## config.mk

```make
export PLATFORM = sky130hd
export DESIGN_NAME = sled_scan_ctrl_flat
export DESIGN_NICKNAME = d
export VERILOG_FILES = /design/src/rtl/sled_pkg.sv /design/src/rtl/sled_scan_ctrl_if.sv /design/src/rtl/sled_seg_encode.sv /design/src/rtl/sled_scan_ctrl.sv /design/src/flat_wrapper.sv
export SDC_FILE = /design/constraint.sdc
export NUM_CORES = 1
export LEC_CHECK = 0
export CAP_MARGIN = 0
export CORE_ASPECT_RATIO = 0.75
export CORE_MARGIN = 5
export CORE_UTILIZATION = 40
export CTS_CLUSTER_SIZE = 8
export DETAILED_ROUTE_END_ITERATION = 8
export PLACE_DENSITY_LB_ADDON = 0.08
export SYNTH_ARGS = -nofsm -noshare
export SYNTH_HDL_FRONTEND = slang
export SYNTH_HIERARCHICAL = 1
export SYNTH_SLANG_ARGS = --single-unit
```

## constraint.sdc

```tcl
create_clock -name clock -period 6.7 [get_ports clock]
set_clock_uncertainty 0.1 [all_clocks]
set_input_delay 1.005 -clock clock [delete_from_list [all_inputs] [get_ports clock]]
set_output_delay 1.005 -clock clock [all_outputs]
set_load 0.03 [all_outputs]
```

## src/rtl/sled_pkg.sv

```systemverilog
// Shared types, constants and the hex font for the seven-segment scan controller.
package sled_pkg;

    typedef struct packed {
        logic       blank;
        logic       dp;
        logic [3:0] data;
    } digit_t;

    typedef enum logic {ST_DRIVE, ST_BLANK} state_t;

    localparam logic [7:0] SEG_OFF   = 8'hFF;
    localparam logic [3:0] DIG_OFF   = 4'hF;
    localparam digit_t     DIGIT_RST = '{blank: 1'b1, dp: 1'b0, data: 4'h0};

    // Active-low {g..a} pattern for a hex code.
    function automatic logic [6:0] font(input logic [3:0] code);
        logic [6:0] pat;
        case (code)
            4'h0: pat = 7'h40;
            4'h1: pat = 7'h79;
            4'h2: pat = 7'h24;
            4'h3: pat = 7'h30;
            4'h4: pat = 7'h19;
            4'h5: pat = 7'h12;
            4'h6: pat = 7'h02;
            4'h7: pat = 7'h78;
            4'h8: pat = 7'h00;
            4'h9: pat = 7'h10;
            4'hA: pat = 7'h08;
            4'hB: pat = 7'h03;
            4'hC: pat = 7'h46;
            4'hD: pat = 7'h21;
            4'hE: pat = 7'h06;
            default: pat = 7'h0E;
        endcase
        return pat;
    endfunction

endpackage

```

## src/rtl/sled_scan_ctrl_if.sv

```systemverilog
// Digit write channel (valid/ready) between application logic and the scan controller.
interface sled_scan_ctrl_if;
    logic       wr_valid;
    logic       wr_ready;
    logic [1:0] wr_addr;
    logic [3:0] wr_data;
    logic       wr_dp;
    logic       wr_blank;

    modport master (output wr_valid, wr_addr, wr_data, wr_dp, wr_blank, input wr_ready);
    modport slave  (input wr_valid, wr_addr, wr_data, wr_dp, wr_blank, output wr_ready);
endinterface

```

## src/rtl/sled_seg_encode.sv

```systemverilog
// Combinational digit -> active-low segment byte (bit7 = dp, bits6:0 = g..a).
module sled_seg_encode
    import sled_pkg::*;
(
    input  digit_t     digit,
    output logic [7:0] seg
);
    assign seg = digit.blank ? SEG_OFF : {~digit.dp, font(digit.data)};
endmodule

```

## src/rtl/sled_scan_ctrl.sv

```systemverilog
// 4-digit common-anode scan controller with shadow/active digit banks and
// dead-time between slots. Optional feature macro: SLED_BRIGHTNESS_EN
// (adds bright[3:0] and PWM gating of the digit enable during DRIVE).
module sled_scan_ctrl
    import sled_pkg::*;
#(
    parameter int SCAN_DIV     = 50000,
    parameter int BLANK_CYCLES = 16
) (
    input  logic            clock,
    input  logic            rst_n,
    sled_scan_ctrl_if.slave wr,
`ifdef SLED_BRIGHTNESS_EN
    input  logic [3:0]      bright,
`endif
    output logic [7:0]      seg,
    output logic [3:0]      dig,
    output logic            frame_tick
);
    localparam int             PW         = $clog2(SCAN_DIV);
    localparam logic [PW-1:0]  DRIVE_LAST = PW'(SCAN_DIV - BLANK_CYCLES - 1);
    localparam logic [PW-1:0]  BLANK_LAST = PW'(BLANK_CYCLES - 1);

    state_t        state, state_nx;
    logic [1:0]    idx, idx_nx;
    logic [PW-1:0] presc, presc_nx;
    logic          run;
    logic          commit;
    logic          accept;
    logic          lit;
    digit_t [3:0]  shadow, active;
    digit_t        cur_digit;
    logic [7:0]    enc_seg;
    logic [3:0]    dig_sel;

    // Slot FSM register; reset parks in slot 3's blank so the first event is a commit.
    always_ff @(posedge clock or negedge rst_n) begin
        if (!rst_n) begin
            state <= ST_BLANK;
            idx   <= 2'd3;
            presc <= '0;
        end else begin
            state <= state_nx;
            idx   <= idx_nx;
            presc <= presc_nx;
        end
    end

    // Next state: the prescaler counts within the current phase and clears at each phase end.
    always_comb begin
        state_nx = state;
        idx_nx   = idx;
        presc_nx = presc + 1'b1;
        case (state)
            ST_DRIVE: if (presc == DRIVE_LAST) begin
                state_nx = ST_BLANK;
                presc_nx = '0;
            end
            ST_BLANK: if (presc == BLANK_LAST) begin
                state_nx = ST_DRIVE;
                presc_nx = '0;
                idx_nx   = idx + 1'b1;
            end
            default: state_nx = ST_BLANK;
        endcase
    end

    assign commit = (state == ST_BLANK) && (idx == 2'd3) && (presc == BLANK_LAST);

    // Goes high on the first edge after reset release; masks ready/tick while in reset.
    always_ff @(posedge clock or negedge rst_n) begin
        if (!rst_n) run <= 1'b0;
        else        run <= 1'b1;
    end

    assign wr.wr_ready = run & ~commit;
    assign frame_tick  = run & commit;
    assign accept      = wr.wr_valid & wr.wr_ready;

    // Writes land in the shadow bank; the whole bank is copied to active only at commit.
    always_ff @(posedge clock or negedge rst_n) begin
        if (!rst_n) begin
            shadow <= {4{DIGIT_RST}};
            active <= {4{DIGIT_RST}};
        end else begin
            if (accept)
                shadow[wr.wr_addr] <= '{blank: wr.wr_blank, dp: wr.wr_dp, data: wr.wr_data};
            if (commit)
                active <= shadow;
        end
    end

`ifdef SLED_BRIGHTNESS_EN
    logic [3:0] pwm, bright_active;

    // Free-running PWM phase and per-frame brightness latch.
    always_ff @(posedge clock or negedge rst_n) begin
        if (!rst_n) begin
            pwm           <= '0;
            bright_active <= 4'hF;
        end else begin
            pwm <= pwm + 1'b1;
            if (commit) bright_active <= bright;
        end
    end

    assign lit = (pwm <= bright_active);
`else
    assign lit = 1'b1;
`endif

    assign cur_digit = active[idx];
    assign dig_sel   = ~(4'b0001 << idx);

    sled_seg_encode u_enc (
        .digit (cur_digit),
        .seg   (enc_seg)
    );

    // Registered pins; async reset darkens the display immediately.
    always_ff @(posedge clock or negedge rst_n) begin
        if (!rst_n) begin
            seg <= SEG_OFF;
            dig <= DIG_OFF;
        end else if (state == ST_DRIVE) begin
            seg <= enc_seg;
            dig <= lit ? dig_sel : DIG_OFF;
        end else begin
            seg <= SEG_OFF;
            dig <= DIG_OFF;
        end
    end

endmodule

```

## src/flat_wrapper.sv

```systemverilog
// flat-port wrapper written by rule: the top's interface ports become plain ports
module sled_scan_ctrl_flat import sled_pkg::*;
#(
    parameter int SCAN_DIV     = 50000,
    parameter int BLANK_CYCLES = 16
)
  (clock, rst_n, seg, dig, frame_tick, wr_wr_valid, wr_wr_addr, wr_wr_data, wr_wr_dp, wr_wr_blank, wr_wr_ready);
  sled_scan_ctrl_if wr_i ();
  input  logic clock;
  input  logic rst_n;
  output logic [7:0] seg;
  output logic [3:0] dig;
  output logic frame_tick;
  input wire logic [$bits(wr_i.wr_valid)-1:0] wr_wr_valid;
  input wire logic [$bits(wr_i.wr_addr)-1:0] wr_wr_addr;
  input wire logic [$bits(wr_i.wr_data)-1:0] wr_wr_data;
  input wire logic [$bits(wr_i.wr_dp)-1:0] wr_wr_dp;
  input wire logic [$bits(wr_i.wr_blank)-1:0] wr_wr_blank;
  output wire logic [$bits(wr_i.wr_ready)-1:0] wr_wr_ready;
  assign wr_i.wr_valid = wr_wr_valid;
  assign wr_i.wr_addr = wr_wr_addr;
  assign wr_i.wr_data = wr_wr_data;
  assign wr_i.wr_dp = wr_wr_dp;
  assign wr_i.wr_blank = wr_wr_blank;
  assign wr_wr_ready = wr_i.wr_ready;
  sled_scan_ctrl #(.SCAN_DIV(SCAN_DIV), .BLANK_CYCLES(BLANK_CYCLES)) u_core (.clock(clock), .rst_n(rst_n), .wr(wr_i), .seg(seg), .dig(dig), .frame_tick(frame_tick));
endmodule
```

Metal layers overlaid:
The bar under the picture is 20 microns long.
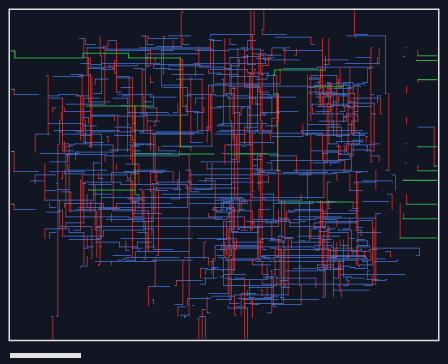
legend:
  M1:
    colour: blue
    wire_length: 3620 microns
  M2:
    colour: red
    wire_length: 3070 microns
  M3:
    colour: green
    wire_length: 241 microns
  M4:
    colour: orange
    wire_length: 70.7 microns
Vias: 2116
GRT Resource Usage Total: 0.131
total wire length: 7.00 mm
drt wl/cell: 16.0 microns

Sizing map:
The bar under the picture is 20 microns long.
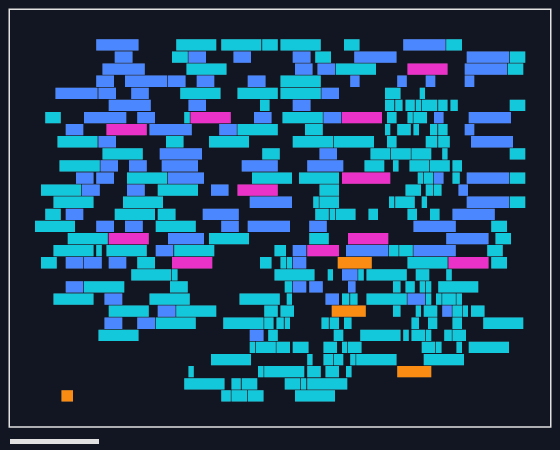
legend:
  x2:
    colour: blue
    cells: 90
    share: 29%
    most_used: mux2_2
  x6 and larger:
    colour: magenta
    cells: 11
    share: 3.5%
    most_used: clkbuf_16
  x3 and x4:
    colour: orange
    cells: 4
    share: 1.3%
    most_used: nor4_4
  x1 and smaller:
    colour: cyan
    cells: 205
    share: 66%
    most_used: dfrtp_1
Signal buffers: 24
final non-filler cell area: 4350 sq um
final worst slack: 2.81 ns
Layout area overhead: 16.8%

Sequential cells grouped by signal name:
The bar under the picture is 20 microns long.
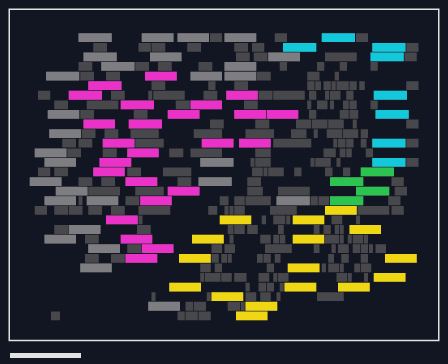
legend:
  u_core/dig:
    colour: green
    flops: 4
    where: right middle
  u_core/presc:
    colour: yellow
    flops: 16
  u_core/seg:
    colour: cyan
    flops: 8
    where: top right
  u_core/active:
    colour: magenta
    flops: 24
final core utilization: 0.481
FF+latch area: 2030 sq um
sequential share of cell area: 0.467
sequential power: 0.537 mW

==> run notes <==
yosys + openroad results -> outcome finished, final reports clean, grt peak-use layer met1, post-route minimum period about 3.9 ns, multi-input gate count ~180, Simple-Gate Area Share 0.122, Clk pin slew, worst setup/hold paths around 0.06 ns, post-synthesis cell count approximately 280, hold_sp u_core/presc[0]$_DFF_PN0_, largest net degree at the start of global routing roughly 81, Non-clock buffer share 0.0547, dominant logic cell type in the layout dfrtp_1, startpoint types register, number of enable flip-flop cells 0, share of layout cells above drive strength 1 0.339, Top Layout Cells dfrtp_1, mux2_2, clkdlybuf4s50_1, dfstp_2, nor2_1, Post-Synth Adder-Cell Area 0.0403, final setup vio count 0, Biggest Area Class flip-flops and latches, Final Hold Viols 0, Reg-to-Reg End u_core/seg[0]$_DFF_PN1_, Critical Path End frame_tick, Max rail drop VDD 162 uV
I/O nets highlighted:
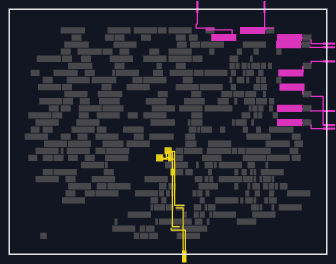
legend:
  wr_wr_addr:
    colour: yellow
    bits: 2
    direction: input
    edge: bottom
    end_cells: 4
    buffers: 2
    wire: 108 microns
  seg:
    colour: magenta
    bits: 8
    direction: output
    edge: 6 right, 2 top
    end_cells: 8
    buffers: 8
    wire: 91.5 microns
IO buf count: 24
# IOs: 25

Clock routing:
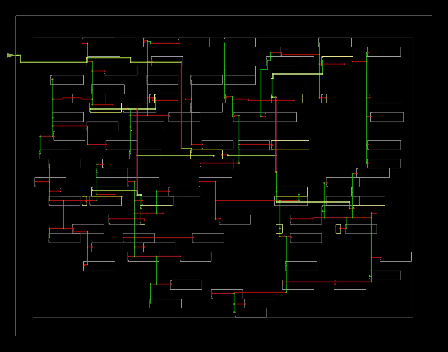
clk sinks: 80
P_clk: 0.466 mW
Worst-Skew Late Latency: 0.33 ns
Flops: 80
CLK BUF: 14

==> worst reg2reg max path, delay by kind of cell (launching register included) <==
kind | cells | cell delay (ns)
muxes | 1 | 0.65
DFF | 1 | 0.69
and+or+nand+nor | 2 | 0.45
adders and majority gates | 1 | 0.29
AOI/OAI and AO/OA | 2 | 0.48
==> logic make-up (layout without fill, tap and decap cells) <==
| logic type | Yosys count | after routing |
|---|---|---|
| fa+ha+maj | 12 | 12 |
| other cells | 1 | 1 |
| mux | 57 | 57 |
| flops | 80 | 80 |
| simple gates | 72 | 72 |
| compound gates | 23 | 23 |
| xor+xnor | 15 | 15 |
| buf+inv | 18 | 50 |
==> sequential cells by signal, indices dropped and copies added, names as in the netlist <==
register       count
u_core/presc      16
u_core/dig         4
u_core/state       1
u_core/seg         8
u_core/run         1
u_core/idx         2
u_core/active     24
u_core/shadow     24
==> cells in the mapped netlist, types with 2 or more instances <==
master / instances
o21ai_0: 7
and2_1: 2
mux2_2: 43
mux2_1: 6
nand2b_1: 6
a31oi_1: 5
ha_1: 12
or2_2: 9
dfrtp_1: 57
xnor2_1: 8
nor4_1: 3
o21ai_2: 4
nand3_1: 5
dfstp_2: 23
nor2b_1: 3
nor3_1: 3
nor2_1: 16
nand2_1: 9
a2111oi_0: 2
mux2i_1: 2
xor2_1: 7
inv_1: 10
clkbuf_1: 4
mux4_2: 6
nand4_1: 5
nor4_4: 2
nor3b_1: 2
buf_6: 2
==> power breakdown <==
group	switching (mW)	internal (mW)	total [mW]
registers	0.0171	0.520	0.537
logic	0.0229	0.0304	0.0533
clock network	0.178	0.289	0.466
total	0.218	0.839	1.06
No activity file was given, so power comes from the tool's default toggle rates.
